### config.mk
export PLATFORM = sky130hd
export DESIGN_NAME = sync_fifo
export DESIGN_NICKNAME = d
export VERILOG_FILES = /design/src/rtl/sync_fifo.sv
export SDC_FILE = /design/constraint.sdc
export NUM_CORES = 1
export LEC_CHECK = 0
export CAP_MARGIN = 20
export CORE_ASPECT_RATIO = 0.7
export CORE_MARGIN = 3
export CORE_UTILIZATION = 50
export CTS_CLUSTER_DIAMETER = 150
export DETAILED_ROUTE_END_ITERATION = 8
export HOLD_SLACK_MARGIN = 0.03
export PLACE_DENSITY = 0.7
export SYNTH_ARGS = -nofsm -noshare
export SYNTH_HDL_FRONTEND = slang
export SYNTH_SLANG_ARGS = --single-unit
### constraint.sdc
create_clock -name i_clk -period 6.2 [get_ports i_clk]
set_input_delay 1.86 -clock i_clk [delete_from_list [all_inputs] [get_ports i_clk]]
set_output_delay 1.86 -clock i_clk [all_outputs]
set_load 0.02 [all_outputs]
### src/rtl/sync_fifo.sv
// Single-clock first-word-fall-through FIFO with valid/ready on both sides
// and programmable almost-full / almost-empty status.
module sync_fifo #(
  parameter int FIFO_DEPTH = 8,
  parameter int DATA_WIDTH = 32,
  parameter int WIDTH      = 8
) (
  input  logic                  i_clk,
  input  logic                  i_rst,
  input  logic                  i_valid_s,
  input  logic                  i_ready_m,
  input  logic [WIDTH-1:0]      i_almostempty_lvl,
  input  logic [WIDTH-1:0]      i_almostfull_lvl,
  input  logic [DATA_WIDTH-1:0] i_datain,
  output logic                  o_almostfull,
  output logic                  o_full,
  output logic                  o_ready_s,
  output logic                  o_valid_m,
  output logic                  o_almostempty,
  output logic                  o_empty,
  output logic [DATA_WIDTH-1:0] o_dataout
);

  localparam int AW = $clog2(FIFO_DEPTH);
  // Common width so thresholds and count are both zero-extended before compare.
  localparam int CW = (WIDTH > AW + 1) ? WIDTH : AW + 1;

  logic [DATA_WIDTH-1:0] mem [FIFO_DEPTH];
  logic [AW-1:0]         wr_ptr;
  logic [AW-1:0]         rd_ptr;
  logic [AW:0]           count;
  logic                  wr_en;
  logic                  rd_en;
  logic [CW-1:0]         count_x;
  logic [CW-1:0]         af_x;
  logic [CW-1:0]         ae_x;

  assign o_full    = (count == (AW + 1)'(FIFO_DEPTH));
  assign o_empty   = (count == '0);
  assign o_ready_s = !o_full;
  assign o_valid_m = !o_empty;

  assign wr_en = i_valid_s & o_ready_s;
  assign rd_en = i_ready_m & o_valid_m;

  assign count_x       = CW'(count);
  assign af_x          = CW'(i_almostfull_lvl);
  assign ae_x          = CW'(i_almostempty_lvl);
  assign o_almostfull  = (count_x >= af_x);
  assign o_almostempty = (count_x <= ae_x);

  assign o_dataout = o_empty ? '0 : mem[rd_ptr];

  always_ff @(posedge i_clk) begin
    if (i_rst) begin
      wr_ptr <= '0;
      rd_ptr <= '0;
      count  <= '0;
    end else begin
      if (wr_en) wr_ptr <= wr_ptr + 1'b1;
      if (rd_en) rd_ptr <= rd_ptr + 1'b1;
      case ({wr_en, rd_en})
        2'b10:   count <= count + 1'b1;
        2'b01:   count <= count - 1'b1;
        default: count <= count;
      endcase
    end
  end

  // Storage is not reset; stale words are hidden by the empty gating on o_dataout.
  always_ff @(posedge i_clk) begin
    if (wr_en && !i_rst) mem[wr_ptr] <= i_datain;
  end

endmodule

run_1/met1.png
Scale bar: 50 um. Cells faint in the background.
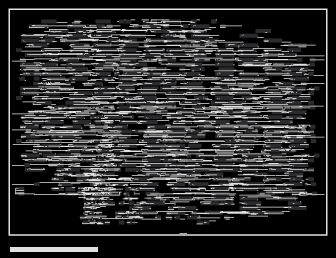
share of all routed wire: 44%
main direction: horizontal
nets with wire on the layer: 644
longest straight run: 45.5 um
wire length on this layer: 8,950 um

run_1/met2.png
Cells faint in the background.
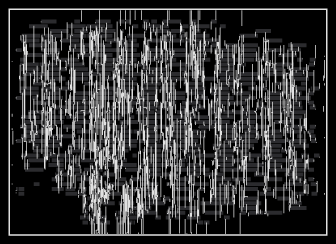
main direction: vertical
nets with wire on the layer: 617

==> run notes, run 1 <==
Figures from the flow reports.

Run status:
- The run finished with clean final reports.

Floorplan:
- The run gives the row count as 43.
- The die covers 22,910 sq um.
- The run gives the chip width as 179.6 um.
- After floorplanning, the core was sized to cover 20,230 sq um.

Setup path:
- The startpoint identified for the worst register-to-register timing path is count[1]$_SDFFE_PP0P_.
- The worst setup path is launched from an input port.
- The run puts the logic depth of the worst register-to-register path at 8.
- The run gives the data arrival at the endpoint of the critical path as 3.92 ns.
- Among all stages on the critical path, the largest delay is contributed by sky130_fd_sc_hd__clkdlybuf4s50_1.
- For the worst reg-to-reg path, the endpoint reported by OpenROAD is count[3]$_SDFFE_PP0P_.
- The timing report attributes the biggest portion of critical-path delay to buffers and inverters.
- The run puts the worst-path maximum fanout at 2.
- The run gives the critical path endpoint category as an output port.
- The run puts the worst path required time at 4.34 ns.
- The run gives the count of cell instances traversed by the critical path as 8.

Clock tree:
- Per the CTS log, the maximum H-tree level is 1.
- The run puts the buffer depth of the longest clock path at 3.
- The run gives the clock transition at the registers of the reported paths as 0.06 ns.
- Counting the buffers created by CTS gives 26.
- Post-CTS repair changed the size of 0 cells.
- The run puts the setup fix buffers added after clock tree synthesis at 0.
- TritonCTS built the clock tree.
- The run puts the TritonCTS sink count at 269.
- The tree is rooted in a sky130_fd_sc_hd__clkbuf_16.

Global route:
- The run gives the peak-usage layer in the global routing report as met2.
- The run gives the global-route met3 utilization as 3.301%.
- The run puts the first-pass GRT wire length at 32,540 um.
- Entering global routing, the biggest net connects 62 pins.
- The run gives the final global-route overflow total as 0.
- The via count of the first global-routing pass was 5,690.

Synthesis:
- The run puts the mean instance size in the synthesized netlist at 20.73 sq um.
- The run gives the post-synthesis cell type with the largest combined area as sky130_fd_sc_hd__edfxtp_1.
- Yosys stat counts 509 cells in the synthesized netlist.
- Counting instances in the post-synthesis netlist gives the leading cell types as sky130_fd_sc_hd__edfxtp_1, sky130_fd_sc_hd__mux4_2, sky130_fd_sc_hd__nor2_1.
- The synthesized netlist devotes 3.155% of its cell area to simple gates.
- The run puts the net count of the mapped netlist at 575.
- Synthesis handed over a netlist of 509 instances.
- Yosys shows that the main logic family after synthesis is multiplexers.
- The run gives the synthesized-area fraction occupied by adder cells as 1.731%.
- In the synthesis report, Yosys lists the chip area as 10,550 sq um.
- The run gives the share of flip-flops with an asynchronous set or reset as 0%.
- The run gives the register bit count reported by yosys as 269.
- The run gives the synthesized area as 10,550 sq um.
- The Yosys step of the flow raised 0 warnings.
- The run puts the number of different library cells in the post-synthesis netlist at 36.
- The most frequently used library cell after synthesis is sky130_fd_sc_hd__edfxtp_1.

Finish:
- For this run, the number of standard cells in the final layout without fillers is 909.
- The largest registers in the layout are mem: 256 flops, count: 4 flops.
- For the completed layout, the total cell area is recorded as 12,680 sq um.
- Counting flops per register, the top entry is mem.
- By instance count after routing, the leading logic cell types are sky130_fd_sc_hd__edfxtp_1, sky130_fd_sc_hd__clkdlybuf4s50_1, sky130_fd_sc_hd__mux4_2, sky130_fd_sc_hd__nor2_1, sky130_fd_sc_hd__mux2i_1.
- The run gives the number of nets at the end of the flow as 687.
- Per the run report, area growth between synthesis and finish was 20.16%.

Drt:
- The run gives the first-pass detailed-route iteration total as 4.
- The run puts the average wire per cell in the routed design at 22.50 um.
- Wire segments on met3 add up to 1000 um in the final route.
- After detailed routing, no signal wire sits above met4.
- The run gives the final routed DRC violation total as 0.
- The run puts the routed wire length at 20,450 um.
- The run gives the wire length the detailed router placed on met1 as 8954 um.
- Summed over all nets, wire length on met2 after detailed routing comes to 10,140 um.

Pwr:
- Of the total power, the clock network draws 29.1%.
- After layout, the design draws a total of 5013 uW.
- The run gives the switching power of the nets as 1403 uW.
- The run puts the internal power component at 3610 uW.
- The run gives the maximum ir drop on the vdd rail as 0.3391 mV.

Place:
- Detailed placement reports a standard cell area of 11,860 sq um.
- The run puts the routability congestion estimate at 0.7320.
- The run gives the count of port buffers added during placement as 89.
- The run gives the placed cell count as 862.

Final timing:
- The run puts the final setup violation count at 0.
- Hold is met by 0.5398 ns.
- Setup repair after global routing left no endpoint under its margin.
- The clock period could shrink to 5.777 ns.
- At the pin with the least slew margin, the transition time is 1.016 ns.
- The run puts the setup slack of the critical path after layout at 0.4234 ns.
- Of the available clock period, the critical path in the final layout requires 93.17%.
- The slew check shows that the tightest pin keeps a relative margin of 32.24%.
- For reference, the final report shows the hold violation count at 0.
- The final layout reports a setup TNS of 0 ns.

Hold path:
- Counting instances, the worst hold path has a depth of 2.
- STA lists the startpoint of the worst hold path as rd_ptr[1]$_SDFFE_PP0P_.
- The run gives the path type of the worst min-delay path as reg -> reg.

Flow run:
- The run puts the OpenROAD warning count at 26.
- Max-cap violations in this run came to 0.
run_1/met3.png
Scale bar: 50 um. Cells faint in the background.
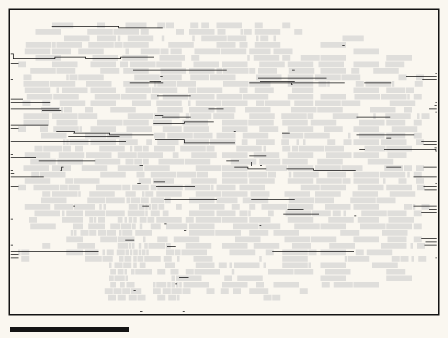
longest straight run: 48.1 um
wire length on this layer: 1,000 um
share of all routed wire: 4.9%

run 1: cell type report:
class	instances	area, sq um
diodes	1	2.502
clock buffers	37	753.2
clock inverters	8	46.29
fillers	1459	7552
inverters	12	45.04
multi-input cells	204	2480
flip-flops and latches	269	7954
well taps	270	337.8
repair buffers	108	1059
run 1: tightest hold or removal path, delay by kind of cell, from the launching register on:
kind / cells / cell delay [ns]
DFF: 1 / 0.31
and+or+nand+nor: 1 / 0.06
muxes: 1 / 0.12
run 1: power groups by stage:
stage          combinational, uW  sequential (uW)  clock, uW
2_1_floorplan                960             2120          0
3_3_place_gp                1420             2160          0
3_5_place_dp                1440             2160          0
4_1_cts                     1450             2120       1490
5_1_grt                     1560             2110       1580
6_report                    1450             2110       1460
==> run 1 -> run 2 <==
--- a/config.mk
+++ b/config.mk
@@ -6,7 +6,7 @@
 export NUM_CORES = 1
 export LEC_CHECK = 0
 export CAP_MARGIN = 20
-export CORE_ASPECT_RATIO = 0.7
+export CORE_ASPECT_RATIO = 0.9
 export CORE_MARGIN = 3
 export CORE_UTILIZATION = 50
 export CTS_CLUSTER_DIAMETER = 150
run_2/met2.png
Cells faint in the background.
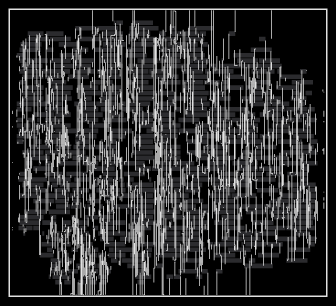
share of all routed wire: 52%
longest straight run: 57.8 um
main direction: vertical

==> run 2 against run 1 <==
  * Die size shrank 0.11%
  * Synthesized cell count is the same
  * Combinational power shrank 7%
  * Via count shrank 0.55%
  * Maximum frequency shrank 0.81%
  * Wire length shrank 0.93%
  * Cell count grew 1.2%
  * Power shrank 0.46%
  * Cell area shrank 0.13%
  * Area after synthesis is the same
  * Core utilization shrank 0.47 points
==> run notes, run 2 <==
Figures from the flow reports.

Finish:
- The run gives the signed area change from the synthesized netlist to the final layout as 20.01%.
- The run gives the number of clock-tree buffers in the layout as 32.
- The run puts the final non-filler cell total at 920.
- The run puts the count of plain and timing-repair buffers in the layout at 106.
- The run puts the cell area after layout at 12,660 sq um.
- The largest register by flop count is mem.
- The run puts the tally of filler cells in the layout at 1,456.
- The run gives the number of antenna cells inserted as 1.
- The run puts the logic area at 2480 sq um.
- After layout, the inverter instance count without clock inverters stands at 12.
- The layout report lists the combined flip-flop and latch area as 7954 sq um.
- The layout report gives the multi-input gate share of total cell area as 19.59%.
- The run gives the clock-cell share of area as 6.305%.
- The most common logic cells in the final layout are sky130_fd_sc_hd__edfxtp_1, sky130_fd_sc_hd__clkdlybuf4s50_1, sky130_fd_sc_hd__mux4_2, sky130_fd_sc_hd__nor2_1, sky130_fd_sc_hd__mux2i_1.
- The largest cell class by area is flip-flops and latches.
- The run gives the fraction of area in registers as 62.82%.
- The layout contains a multi-input combinational cell count of 204.

Final timing:
- The run gives the total count of hold-check failures in the final report as 0.
- The run puts the minimum clock period after layout at 5.824 ns.
- The run gives the worst-case headroom to the max-slew limit as 26.30%.
- The run gives the share of the clock period used by the worst path after layout as 93.93%.
- The run puts the setup slack of the critical path after layout at 0.3763 ns.
- The run gives the hold slack as 0.5471 ns.
- The run gives the final setup violation count as 0.
- The run gives the aggregate negative setup slack as 0 ns.
- The run puts the actual transition at the worst max-transition pin at 1.105 ns.

Global route:
- The run puts the final global-route overflow total at 0.
- The run puts the pin count of the biggest net entering global routing at 41.
- The via count of the first global-routing pass was 5,482.
- The run gives the peak-usage layer in the global routing report as met2.

Flow run:
- The run puts the reported max-cap violation count at 0.
- The run puts the OpenROAD warning count at 26.

Drt:
- The run puts the detailed route wirelength on metal2 at 10,460 um.
- The run gives the met3 wirelength from detailed routing as 1180 um.
- The run gives the final routed DRC violation total as 0.
- The run puts the wire length the detailed router placed on met1 at 8269 um.
- Per the detailed-route log, wirelength across all metal layers totals 20,260 um.
- The pre-antenna-repair detailed-routing pass consisted of 4 iterations.

Setup path:
- Broken down by cell family, the worst path's largest delay share belongs to buffers and inverters.
- The run gives the capture point of the worst reg-to-reg path as count[3]$_SDFFE_PP0P_.
- The run puts the count of cell instances traversed by the critical path at 8.
- The data required time reported for the critical path is 4.34 ns.
- The report puts the cell count of the worst reg-to-reg path at 8.
- The worst setup path is launched from an input port.
- Along the worst path, the maximum fanout reaches 2.
- The worst setup path is captured at an output port.
- The startpoint identified for the worst register-to-register timing path is count[1]$_SDFFE_PP0P_.
- Data on the critical path arrives at its endpoint at 3.96 ns.

Pwr:
- The highest supply drop recorded on VDD is 0.2332 mV.
- The run gives the highest-power group as registers.
- The final power report lists total power as 4990 uW.
- Summed over all sequential cells, the power is 2180 uW.

Floorplan:
- The core region is 20,350 sq um.
- For this floorplan the total number of well-tap instances is 280.

Clock tree:
- The run puts the TritonCTS buffer count at 26.
- CTS built an H-tree with a depth of 1.
- The run gives the TritonCTS sink count as 269.
- TritonCTS built the clock tree.
- The run gives the setup fix buffers added after clock tree synthesis as 0.
- Gates resized during post-CTS repair numbered 0.

Synthesis:
- The run gives the area fraction in and, or, nand and nor cells as 3.155%.
- The cell count after synthesis came out at 509.
- Synthesis inferred 269 register bits.
- The synthesis run shows the most used standard cells to be sky130_fd_sc_hd__edfxtp_1, sky130_fd_sc_hd__mux4_2, sky130_fd_sc_hd__nor2_1.
- The run gives the number of synthesis warnings as 0.
- The run puts the number of different library cells in the post-synthesis netlist at 36.
- The run gives the count of instantiated cells in the yosys netlist as 509.
- Of the combinational cells, the family taking the most area is multiplexers.
- The run puts the share of flip-flops with an asynchronous set or reset at 0%.
- The run puts the synthesized-area fraction occupied by adder cells at 1.731%.
- The run puts the yosys synthesis chip area at 10,550 sq um.
- The run puts the net count of the mapped netlist at 575.
- Per the synthesis report, the dominant area consumer among library cells is sky130_fd_sc_hd__edfxtp_1.

Place:
- The post-placement cell area is 11,860 sq um.
- The run puts the count of port buffers added during placement at 89.
- The run gives the placed cell count as 871.

Run status:
- The flow ran to the end, and the final reports show no timing, DRC or antenna violations.

Hold path:
- According to the hold report, the worst path is of the reg -> reg type.
[run 2: cell counts after synthesis]
No cell type changed its count.
[run 2: worst min path at each step]
stage / to / cells past startpoint / start
floorplan: register / 2 / rd_ptr[2]$_SDFFE_PP0P_
global placement: register / 2 / rd_ptr[2]$_SDFFE_PP0P_
detailed placement: register / 2 / rd_ptr[2]$_SDFFE_PP0P_
CTS: count[3]$_SDFFE_PP0P_ / 2 / count[3]$_SDFFE_PP0P_
global route: register / 2 / rd_ptr[1]$_SDFFE_PP0P_
finish: count[3]$_SDFFE_PP0P_ / 2 / count[3]$_SDFFE_PP0P_
Power figures rest on the tool's default switching activity, not on a simulated workload.
